==> run_1/met1.png <==
Drawn at 6 px/um. Cells faint in the background.
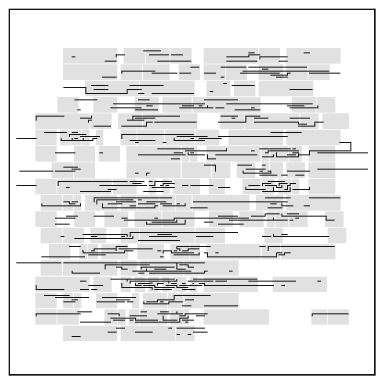
==> run_1/met2.png <==
Drawn at 8 px/um.
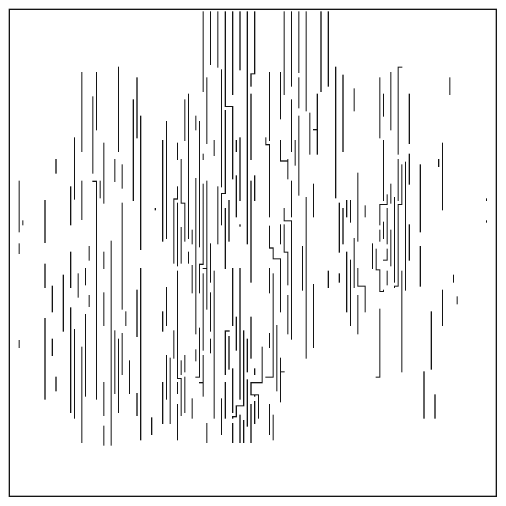
==> run_1/met3.png <==
Drawn at 4 px/um. Cells faint in the background.
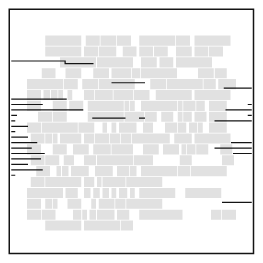
File: config.mk
export PLATFORM = sky130hd
export DESIGN_NAME = conv_share_ctrl
export DESIGN_NICKNAME = d
export VERILOG_FILES = /design/src/rtl/conv_share_ctrl.sv
export SDC_FILE = /design/constraint.sdc
export NUM_CORES = 1
export LEC_CHECK = 0
export CORE_MARGIN = 4
export CORE_UTILIZATION = 48
export CTS_BUF_LIST = sky130_fd_sc_hd__clkbuf_8
export CTS_CLUSTER_SIZE = 25
export DETAILED_ROUTE_END_ITERATION = 16
export PLACE_DENSITY = 0.84
export SETUP_SLACK_MARGIN = 0.5
export SLEW_MARGIN = 10
export SYNTH_ARGS = -nofsm -noshare
export SYNTH_HDL_FRONTEND = slang
export SYNTH_SLANG_ARGS = --single-unit
export TNS_END_PERCENT = 30
File: constraint.sdc
create_clock -name clk -period 2.15 [get_ports clk]
set_input_delay 0.5375 -clock clk [delete_from_list [all_inputs] [get_ports clk]]
set_output_delay 0.5375 -clock clk [all_outputs]
set_load 0.02 [all_outputs]
File: src/rtl/conv_share_ctrl.sv
// Purpose : round-robin sequencer sharing one combinational 4-bit code converter
//           between two level-request clients.
// Latency : a request sampled at edge T acks in cycle T+SETTLE_CYCLES+1..+2.
// Backpres: one transaction at a time; a waiting requester simply holds req high.
// Ports   : clk/rst_n, per-client req/din in and ack/dout out, conv_a..d drive the
//           converter, conv_w..z return its result, busy and done_cnt status.
module conv_share_ctrl #(
   parameter int SETTLE_CYCLES = 1,   // legal 1..15
   parameter int CNT_W         = 8
) (
   input  logic             clk,
   input  logic             rst_n,
   input  logic             req0,
   input  logic [3:0]       din0,
   output logic             ack0,
   output logic [3:0]       dout0,
   input  logic             req1,
   input  logic [3:0]       din1,
   output logic             ack1,
   output logic [3:0]       dout1,
   output logic             conv_a,
   output logic             conv_b,
   output logic             conv_c,
   output logic             conv_d,
   input  logic             conv_w,
   input  logic             conv_x,
   input  logic             conv_y,
   input  logic             conv_z,
   output logic             busy,
   output logic [CNT_W-1:0] done_cnt
);

   typedef enum logic [1:0] {IDLE, DRIVE, CAPTURE, RESP} state_t;

   // Settle count is held in 4 bits, so the counter covers the full 1..15 range.
   localparam logic [3:0] SETTLE_LOAD = 4'(SETTLE_CYCLES - 1);

   state_t           state_q, state_d;
   logic [3:0]       op_q, op_d;
   logic [3:0]       cnt_q, cnt_d;
   logic             gnt_q, gnt_d;
   logic             last_q, last_d;
   logic [3:0]       dout0_q, dout0_d;
   logic [3:0]       dout1_q, dout1_d;
   logic [CNT_W-1:0] done_q, done_d;
   logic             pick;
   logic [3:0]       conv_res;

   assign conv_res = {conv_w, conv_x, conv_y, conv_z};

   always_comb begin
      state_d = state_q;
      op_d    = op_q;
      cnt_d   = cnt_q;
      gnt_d   = gnt_q;
      last_d  = last_q;
      dout0_d = dout0_q;
      dout1_d = dout1_q;
      done_d  = done_q;
      // On contention the requester that was not served last wins.
      pick    = (req0 && req1) ? ~last_q : req1;
      case (state_q)
         IDLE: begin
            if (req0 || req1) begin
               gnt_d   = pick;
               op_d    = pick ? din1 : din0;
               cnt_d   = SETTLE_LOAD;
               state_d = DRIVE;
            end
         end
         DRIVE: begin
            if (cnt_q == 4'd0) begin
               state_d = CAPTURE;
            end else begin
               cnt_d = cnt_q - 4'd1;
            end
         end
         CAPTURE: begin
            if (gnt_q) begin
               dout1_d = conv_res;
            end else begin
               dout0_d = conv_res;
            end
            state_d = RESP;
         end
         RESP: begin
            last_d  = gnt_q;
            done_d  = done_q + CNT_W'(1);
            state_d = IDLE;
         end
         default: state_d = IDLE;
      endcase
   end

   always_ff @(posedge clk or negedge rst_n) begin
      if (!rst_n) begin
         state_q <= IDLE;
         op_q    <= 4'd0;
         cnt_q   <= 4'd0;
         gnt_q   <= 1'b0;
         last_q  <= 1'b1;
         dout0_q <= 4'd0;
         dout1_q <= 4'd0;
         done_q  <= '0;
      end else begin
         state_q <= state_d;
         op_q    <= op_d;
         cnt_q   <= cnt_d;
         gnt_q   <= gnt_d;
         last_q  <= last_d;
         dout0_q <= dout0_d;
         dout1_q <= dout1_d;
         done_q  <= done_d;
      end
   end

   // Converter inputs come straight from the operand register, so they stay
   // stable for the whole transaction and hold afterwards.
   assign conv_a   = op_q[3];
   assign conv_b   = op_q[2];
   assign conv_c   = op_q[1];
   assign conv_d   = op_q[0];

   assign ack0     = (state_q == RESP) && !gnt_q;
   assign ack1     = (state_q == RESP) &&  gnt_q;
   assign dout0    = dout0_q;
   assign dout1    = dout1_q;
   assign busy     = (state_q != IDLE);
   assign done_cnt = done_q;

endmodule

==> results.yml, run 1 <==
# synthesis and place-and-route metrics
floorplan:
  die_area_um2: 3680
  rows: 18
  coreArea_um2: 2570
  io_pins: 39
  core_util_floorplan: 0.519
  die_height_um: 60.7
  die_width_um: 60.7
layout:
  area_delta_synth_final_pct: 45.1
  antennaDiodeCount: 0
  lay_top_cells: "27 x dfrtp_1, 25 x clkdlybuf4s50_1, 10 x mux2_2"
  final_common_cell: "dfrtp_1"
  drive_gt1_frac: 0.247
  final_nets: 182
  fillers: 173
final_timing:
  hold_viol: 0
  timing.final.ws_setup_ns: 0.309
  tightest_slew_ns: 0.361
  fin_worst_skew_ns: 0.00183
  setup_viol: 0
  period_minus_slack_ns: 1.84
  slew_headroom: 0.759
  fin_tns_setup_ns: 0
  fmax_ghz: 0.543
  maxSlewViolCount: 0
  grt_setup_unrepaired: "yes"
  period_used_share: 0.856
routing:
  drt_iter0_drc: 17
  postRouteAntennaNets: 0
  drtPass1Iterations: 4
  vias_per_cell: 5.28
  drc: 0
  wl_per_cell_um: 15.3
power:
  p_leak_uw: 0.000931
  p_int_uw: 1670
  ir_drop_uv: 1090
  swShare: 0.372
  power.density_nw_per_um2: 1370
  switchingPower_uw: 985
  pwr-share-clk: 0.156
  p_comb_frac: 0.502
  p_seq_frac: 0.342
logic_synthesis:
  synth-seq-cells: 28
  syn_area_um2: 1330
  syn_nets: 133
  post_synth.cell_area_avg_um2: 12.1
  synth_cells: 110
  ys_top_cells_by_area: "dfrtp_1 51%, mux2_2 8.5%, ha_1 6.6%"
  top_area_cell: "dfrtp_1"
  top_area_frac: 0.507
  yosysUniqueCellTypes: 31
  yosys_area_um2: 1330
  ys_seq_share: 0.527
  ys_cells: 110
  yosys_warnings: 0
grt:
  grt_max_degree: 29
  gr-usage-all-layers: 0.165
  grt-ovfl-total: 0
  antenna_found_initial: 0
  grt_pass1_wl_mm: 4.54
  grt_pass1_vias: 1047
status:
  status: "finished, final reports clean"
place:
  place_ws_ns: 0.203
  portBuffers: 38
  hpwl_mm: 2.15
  gp_congestion: 0.777
critical_path:
  cp_data_arrival_time_ns: 1.30
  reg2reg_from: "cnt_q[1]"
  reg2reg_to: "state_q[1]"
  ff2ff_path_depth: 5
  start_kind: "register"
  worstSetupPathType: "register to output pin"
  rrSetupSlack_ns: 0.53
  cp_max_fo: 3
  cp-end-kind: "output pin"
  crit_required_ns: 1.61
cts:
  cts_root_buf: "clkbuf_8"
  cts_tree: "done"
  clk_pin_slew_ns: 0.09
  holdBufCountCts: 0
  clockBufferDepth: 2
  cts_buffers: 3
  cts-htree-levels: 1
  clk_latency_ns: 0.27
  cts.sinks: 28
run:
  warnings: 32
  maxCapViolations: 0
worst_hold_path:
  hp-start: "op_q[2]"
  whs_path_depth: 2
  hold_class: "register to register"
  hold_end: "op_q[2]"
## Picture notes: met1.png
The layer holds 42% of the routed length. The layer carries 1200 um of wire. The wires run mostly horizontal.

## Picture notes: met2.png
The layer carries 1470 um of wire. The wires run mostly vertical. The layer holds 51% of the routed length. 163 nets have wire on it. The longest straight run is 29.0 um.

## Picture notes: met3.png
The wires run mostly horizontal. 26 nets have wire on it. The longest straight run is 17.7 um. The layer holds 6.1% of the routed length. The layer carries 174 um of wire.
Routed WL: 2.87 mm
detailed-route via count: 992
GR Util met3: 0.0489

-- run 1: logic make-up (layout without fill, tap and decap cells) --
group           Yosys count  in the layout  share of synthesized area
simple gates             30             30                      0.132
flops                    28             28                      0.527
mux                      17             17                      0.138
compound gates           14             14                     0.0704
fa+ha+maj                 7              7                     0.0657
xor+xnor                  7              7                     0.0460
buf+inv                   7             55                     0.0207
-- run 1: final cells by class --
type                    instances  area, um^2  area share
clock inverters                 1        30.0      0.0155
repair buffers                 45         445       0.230
inverters                       6        22.5      0.0117
clock buffers                   3        41.3      0.0214
well taps                      30        37.5      0.0194
flip-flops and latches         28         702       0.363
multi-input cells              75         654       0.339
-- run 1: critical path: stages (launching register included) --
cell	delay, ns
dfrtp_1	0.43
buf_4	0.16
ha_2	0.19
and2_4	0.14
buf_6	0.12
-- run 1: power by group through the flow --
stage                     logic, uW  clock network, uW  registers (uW)
final                          1330                413             907
after global routing           1440                434             940
after CTS                      1290                418             917
after detailed placement       1270                  0             918
after global placement         1230                  0             899
after floorplan                 516                  0            1090
-- run 1: worst max-delay path by stage --
stage,endpoint,from,cells past startpoint,slack (ns)
2_1_floorplan,state_q[1],cnt_q[0],5,0.52
5_1_grt,busy,state_q[0],4,0.25
3_3_place_gp,busy,state_q[0],4,0.24
6_report,ack1,state_q[1],4,0.31
3_5_place_dp,busy,state_q[0],4,0.20
4_1_cts,busy,state_q[0],4,0.26
-- run 1: per-stage QoR --
stage	total power (uW)	instance area [um^2]	hold WS, ns	util	std cells
after floorplan	1610	1330	0.242	-	110
after global placement	2130	1770	0.457	0.689	180
after detailed placement	2190	1770	0.476	0.689	180
after CTS	2620	1860	0.495	0.725	184
after global routing	2810	1930	0.526	0.753	188
final	2650	1930	0.489	0.753	188
-- run 1: sequential cells by signal, indices dropped and copies added (netlist names) --
signal and flops:
cnt_q 4, done_cnt 8, dout0 4, dout1 4
gnt_q 1, last_q 1, op_q 4, state_q 2
-- run 1: routing by layer --
layer / share of wire / GRT usage / wire (um) / vias to the layer above
li1: - / - / - / 484
met1: 0.42 / 0.188 / 1200 / 477
met2: 0.51 / 0.301 / 1470 / 27
met3: 0.061 / 0.0489 / 174 / 4
met4: 0.0077 / 0.0464 / 22 / 0
met5: 0 / 0 / 0 / -
-- run 1: timing repair --
action                                 CTS  global route
setup buffers                            0             4
pin swaps                                1             1
gates resized                           25            14
setup endpoints to repair               24            28
endpoints found under the hold margin    0             0
-- run 1: cells in the mapped netlist (all sizes together) --
master   n
o21ai    7
a21boi   1
and4bb   1
a21oi    1
nor2     4
nand3b   1
nand4b   1
or3b     2
o221ai   1
mux2    11
dfrtp   27
and3     1
nor3     2
nand3    1
or2b     1
o22ai    2
nor3b    1
nand2    8
xnor2    4
ha       7
dfstp    1
a22o     2
buf      1
nand4    4
inv      6
xor2     3
and2     1
nor2b    2
mux2i    6
==> run 2: changes to the inputs <==
--- a/constraint.sdc
+++ b/constraint.sdc
@@ -3,2 +3,2 @@
 set_output_delay 0.5375 -clock clk [all_outputs]
-set_load 0.02 [all_outputs]
+set_load 0.01 [all_outputs]
==> results.yml, run 2 <==
# synthesis and place-and-route metrics
cts:
  clk_latency_ns: 0.28
  cts_root_buf: "clkbuf_8"
  cts_tree: "done"
  cts.sinks: 28
  clockBufferDepth: 2
  cts-htree-levels: 1
critical_path:
  cp_data_arrival_time_ns: 1.24
  cp_common_cell: "buf_6"
  cp_max_fo: 3
  ff2ff_path_depth: 5
  start_kind: "register"
  cp_cell_sequence: "buf_6 > ha_4 > and2_4 > buf_6"
  reg2reg_to: "state_q[1]"
  reg2reg_from: "cnt_q[0]"
  rrSetupSlack_ns: 0.40
  worstSetupPathType: "register to output pin"
  cpMaxStageDelayCell: "dfrtp_1"
  critPathMaxStageDelay_ns: 0.42
  cp-end-kind: "output pin"
final_timing:
  tightest_slew_ns: 0.414
  maxSlewViolCount: 0
  period_minus_slack_ns: 1.77
  grt_setup_unrepaired: "yes"
  timing.final.ws_setup_ns: 0.377
  slew_headroom: 0.723
  fin_worst_skew_ns: 0.00682
  fin_hold_ws_ns: 0.470
  setup_viol: 0
  period_used_share: 0.825
  fmax_ghz: 0.564
logic_synthesis:
  synth_top_flop_cell: "dfrtp_1"
  yosysUniqueCellTypes: 31
  ys_top_cells_by_count: "27 x dfrtp_1, 10 x mux2_2, 8 x nand2_1"
  post_synth.cell_area_avg_um2: 12.1
  ys_top_cells_by_area: "dfrtp_1 51%, mux2_2 8.5%, ha_1 6.6%"
  syn_area_um2: 1330
  top_area_frac: 0.507
  synth-seq-cells: 28
  top_area_cell: "dfrtp_1"
  edf_count: 0
  ys_seq_share: 0.527
  syn_nets: 133
  synth_cells: 110
worst_hold_path:
  hold_end: "done_cnt[7]"
  whs_path_depth: 1
  hp-start: "done_cnt[7]"
  hold_class: "register to register"
run:
  maxCapViolations: 0
  warnings: 32
layout:
  drive_gt1_frac: 0.275
  final_nets: 191
  final-seq-area_um2: 702
  antennaDiodeCount: 0
  largest_reg_flops: 8
  mi_logic_area_um2: 657
  final_util: 0.781
  fillers: 170
  fin_cells: 197
  area_delta_synth_final_pct: 50.4
routing:
  drt_iter0_drc: 61
  postRouteAntennaNets: 0
  drtPass1Iterations: 4
  wl_per_cell_um: 15.6
  vias_per_cell: 5.27
  drc: 0
  drt_wl_total_mm: 3.08
power:
  p_leak_uw: 0.000958
  swShare: 0.341
  switchingPower_uw: 915
  p_comb_frac: 0.519
  pwr-share-clk: 0.155
  power.density_nw_per_um2: 1340
  p_int_uw: 1770
  p_seq_frac: 0.326
floorplan:
  core_util_floorplan: 0.519
  die_area_um2: 3680
  io_pins: 39
  rows: 18
place:
  place_ws_ns: 0.267
  gp_congestion: 0.775
  hpwl_mm: 2.00
  portBuffers: 38
status:
  status: "finished, final reports clean"
grt:
  grt_pass1_vias: 1077
  grt_pass1_wl_mm: 5.04
  gr-usage-all-layers: 0.183
  grt_max_degree: 29
  grt-ovfl-total: 0
  antenna_found_initial: 0
run 2: repair_timing:
action	in CTS	in global routing
pin swaps	0	2
hold buffers	0	0
cloned	0	0
endpoints found under the setup margin	24	29
gates resized	25	15
setup buffers	11	2
run 2: critical path: cells and delay by family (launching register included):
family / cells / cell delay, ns
adders and majority gates: 1 / 0.16
buffers and inverters: 2 / 0.25
DFF: 1 / 0.42
and+or+nand+nor: 1 / 0.14
run 2: metal layers:
metal | routed length (um) | GRT usage | vias up | part of all wire
met3 | 164 | 0.0426 | 2 | 0.053
met1 | 1350 | 0.236 | 508 | 0.44
met4 | 12 | 0.0557 | 0 | 0.0039
met5 | 0 | 0 | - | 0
li1 | - | - | 503 | -
met2 | 1560 | 0.307 | 25 | 0.51
run 2: logic make-up after synthesis:
family          count (synthesis)  share of synthesized area
compound gates                 14                     0.0704
xor+xnor                        7                     0.0460
fa+ha+maj                       7                     0.0657
buf+inv                         7                     0.0207
flops                          28                      0.527
mux                            17                      0.138
simple gates                   30                      0.132
run 2: power by group through the flow:
stage,registers [uW],clock network (uW),logic (uW)
finish,875,416,1390
global placement,903,0,1090
global route,907,448,1510
floorplan,967,0,498
CTS,866,421,1310
detailed placement,918,0,1120
run 2: cell type report:
class                           instances  share of cell area
Sequential cell                        28               0.350
Multi-Input combinational cell         75               0.328
Timing Repair Buffer                   54               0.255
Clock buffer                            3              0.0206
Tap cell                               30              0.0187
Clock inverter                          1              0.0150
Inverter                                6              0.0125
run 2: worst max-delay path by stage:
stage	startpoint	endpoint	slack (ns)	depth (start not counted)
3_3_place_gp	state_q[0]	busy	0.30	4
5_1_grt	cnt_q[0]	state_q[1]	0.34	5
4_1_cts	state_q[1]	ack0	0.39	4
3_5_place_dp	req0	cnt_q[3]	0.27	4
2_1_floorplan	cnt_q[0]	state_q[1]	0.52	5
6_report	state_q[1]	ack1	0.38	4
run 2: metrics by stage:
step | instance area (um^2) | power [uW]
6_report | 2000 | 2680
5_1_grt | 2000 | 2870
4_1_cts | 1940 | 2600
3_5_place_dp | 1770 | 2040
3_3_place_gp | 1770 | 1990
2_1_floorplan | 1330 | 1460
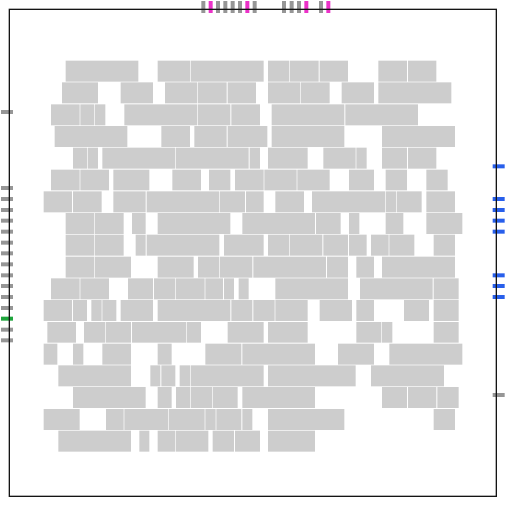
(run_2/pins.png)
Drawn at 8 px/um. Pins as bars across the die edge, other pins in grey.
Key: magenta = dout0 [pins 4, direction output, edge top]; green = req1 [pins 1, direction input, edge left]; blue = done_cnt [pins 8, direction output, edge right]
All pins by edge: 16 left, 14 top, 9 right.
die height: 60.7 um
die width: 60.7 um

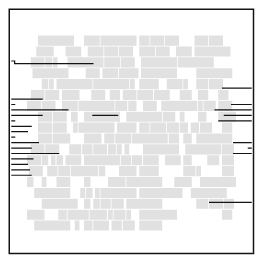
(run_2/met3.png)
Drawn at 4 px/um. Cells faint in the background.
25 nets have wire on it. The longest straight run is 19.5 um.
GR Util met3: 0.0426
detailed-route via count: 1038

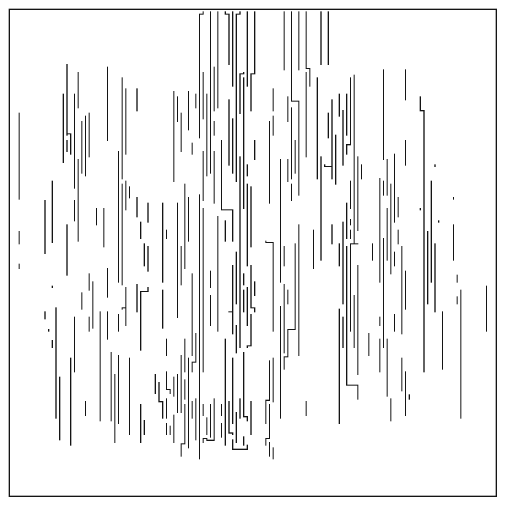
(run_2/met2.png)
Drawn at 8 px/um.
The layer holds 51% of the routed length. The longest straight run is 33.0 um. 166 nets have wire on it. The wires run mostly vertical. The layer carries 1560 um of wire.

==> run 3: changes to the inputs <==
clock period = 1.9 ns   (was 2.15 ns; I/O delays follow)
==> results.yml, run 3 <==
# synthesis and place-and-route metrics
routing:
  vias_per_cell: 5.25
  drt_iter0_drc: 19
  postRouteAntennaNets: 0
  drtPass1Iterations: 5
  drc: 0
floorplan:
  rows: 18
  die_width_um: 60.7
  coreArea_um2: 2570
  io_pins: 39
  core_util_floorplan: 0.519
  die_area_um2: 3680
  die_height_um: 60.7
run:
  warnings: 33
  maxCapViolations: 0
cts:
  cts_tree: "done"
  clockBufferDepth: 2
  holdBufCountCts: 0
  cts_root_buf: "clkbuf_8"
  clk_latency_ns: 0.27
  cts_buffers: 3
  clk_pin_slew_ns: 0.09
  cts-htree-levels: 1
  cts.sinks: 28
power:
  power.density_nw_per_um2: 1460
  ir_drop_uv: 1330
  p_leak_uw: 0.000939
final_timing:
  fmax_ghz: 0.599
  timing.final.ws_setup_ns: 0.231
  grt_setup_unrepaired: "yes"
  period_minus_slack_ns: 1.67
  slew_headroom: 0.638
  setup_viol: 0
  period_used_share: 0.879
  fin_worst_skew_ns: 0.00383
  fin_tns_setup_ns: 0
  tightest_slew_ns: 0.540
  maxSlewViolCount: 0
  hold_viol: 0
  fin_hold_ws_ns: 0.474
status:
  status: "finished, final reports clean"
layout:
  largest_reg_flops: 8
  area_delta_synth_final_pct: 54.9
  final_nets: 197
  drive_gt1_frac: 0.347
  final_common_cell: "dfrtp_1"
  fin_cells: 203
  fillers: 162
  lay_top_cells: "27 x dfrtp_1, 25 x clkdlybuf4s50_1, 19 x buf_4"
  antennaDiodeCount: 0
grt:
  grt_pass1_wl_mm: 5.35
  antenna_found_initial: 0
  grt_max_degree: 29
  grt-ovfl-total: 0
  grt_pass1_vias: 1148
  gr-usage-all-layers: 0.198
logic_synthesis:
  synth_cells: 110
  top_area_cell: "dfrtp_1"
  ys_top_cells_by_area: "dfrtp_1 51%, mux2_2 8.5%, ha_1 6.6%"
  post_synth.cell_area_avg_um2: 12.1
  edf_count: 0
  synth-seq-cells: 28
  syn_area_um2: 1330
  ys_top_cells_by_count: "27 x dfrtp_1, 10 x mux2_2, 8 x nand2_1"
  top_area_frac: 0.507
  yosys_area_um2: 1330
  ys_cells: 110
  syn_nets: 133
  yosysUniqueCellTypes: 31
  yosys_warnings: 0
  postSynth.asyncResetShare: 1.00
  synth_top_flop_cell: "dfrtp_1"
  ys_seq_share: 0.527
  most_common_cell: "dfrtp_1"
critical_path:
  cp-end-kind: "output pin"
  ff2ff_path_depth: 7
  cp_data_arrival_time_ns: 1.19
  cp_max_fo: 3
  start_kind: "register"
  crit_required_ns: 1.42
  worstSetupPathType: "register to output pin"
place:
  hpwl_mm: 2.14
  gp_congestion: 0.838
  place_ws_ns: 0.0487
  dp.cells: 179
  portBuffers: 38
worst_hold_path:
  whs_path_depth: 1
  hold_class: "register to register"
run 3: final cells by class:
type	count	area, um^2	area share
Multi-Input combinational cell	75	681	0.330
Clock buffer	4	55.1	0.0267
Tap cell	30	37.5	0.0182
Inverter	6	27.5	0.0133
Timing Repair Buffer	60	562	0.272
Sequential cell	28	702	0.340
run 3: critical path, cell delays in order, from the launching register on:
cell and delay, ns:
dfrtp_1 0.40, buf_6 0.13, ha_4 0.15, and2_4 0.13, buf_6 0.11
run 3: stage by stage:
| step | utilization | instance area, um^2 | total power (uW) |
|---|---|---|---|
| 2_1_floorplan | - | 1350 | 1680 |
| 3_3_place_gp | 0.692 | 1780 | 2250 |
| 3_5_place_dp | 0.692 | 1780 | 2320 |
| 4_1_cts | 0.786 | 2020 | 2940 |
| 5_1_grt | 0.804 | 2060 | 3220 |
| 6_report | 0.804 | 2060 | 3020 |
run 3: worst paths after layout:
| kind | from | end | slack (ns) |
|---|---|---|---|
| min in group asynchronous | rst_n | done_cnt[6] | 0.56 |
| min | done_cnt[7] | done_cnt[7] | 0.47 |
| max in group asynchronous | rst_n | last_q | 1.03 |
| min reg2reg | done_cnt[7] | done_cnt[7] | 0.47 |
| max reg2reg | state_q[0] | state_q[1] | 0.27 |
| max | state_q[1] | ack1 | 0.23 |
run 3: cell families after synthesis:
logic type	Yosys count	synth area share
AND-OR/OR-AND	14	0.0704
multiplexers	17	0.138
flip-flops	28	0.527
XOR/XNOR	7	0.0460
buffers and inverters	7	0.0207
AND/OR/NAND/NOR	30	0.132
adder cells (fa/ha/maj)	7	0.0657
run 3: layer usage:
metal / vias up / track usage / part of all wire
met1: 523 / 0.235 / 0.41
met2: 22 / 0.365 / 0.55
met4: 0 / 0.0712 / 0.011
met5: - / 0 / 0
li1: 515 / - / -
met3: 5 / 0.0255 / 0.036
run 3: power breakdown:
part | switching (uW) | internal (uW) | leakage, uW
clock network | 184 | 186 | 0.0000288
registers | 146 | 838 | 0.000348
logic | 708 | 959 | 0.000562
run 3: repair_timing:
item                                    in CTS  in global routing
cloned                                       0                  0
pin swaps                                    4                  3
setup buffers                               18                  2
gates resized                               44                  9
endpoints found under the setup margin      41                 44
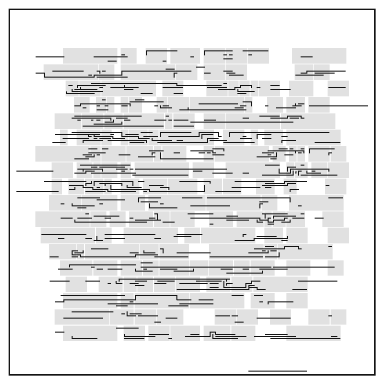
(run_3/met1.png)
Drawn at 6 px/um. Cells faint in the background.
The layer carries 1290 um of wire. The wires run mostly horizontal. The layer holds 41% of the routed length. 176 nets have wire on it. The longest straight run is 21.6 um.
GRT met1 Usage: 0.235
Routed WL: 3.18 mm
detailed-route via count: 1065

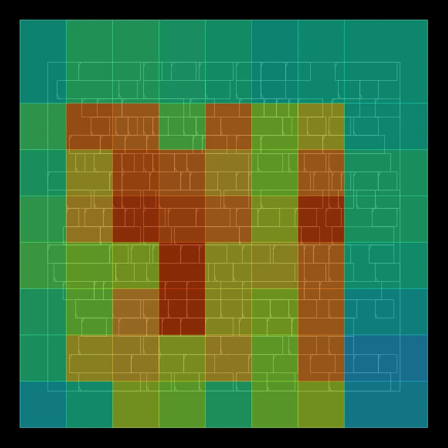
(run_3/final_congestion.png)
Routed WL per cell: 15.7 um
GRT busiest layer: met2
GR Util met3: 0.0255

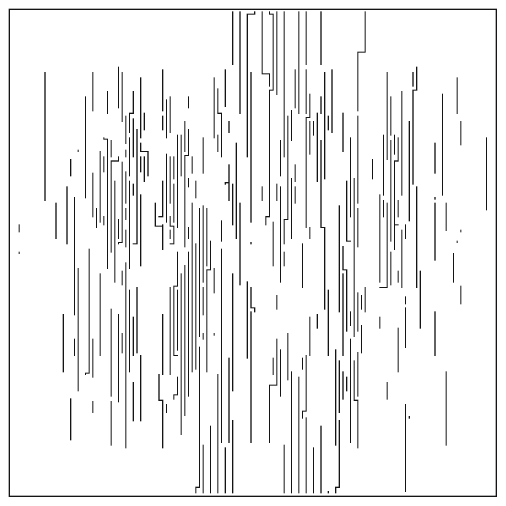
(run_3/met2.png)
Drawn at 8 px/um.
The longest straight run is 24.1 um. The layer carries 1740 um of wire. The layer holds 55% of the routed length. 179 nets have wire on it. The wires run mostly vertical.

Power figures rest on the tool's default switching activity, not on a simulated workload.
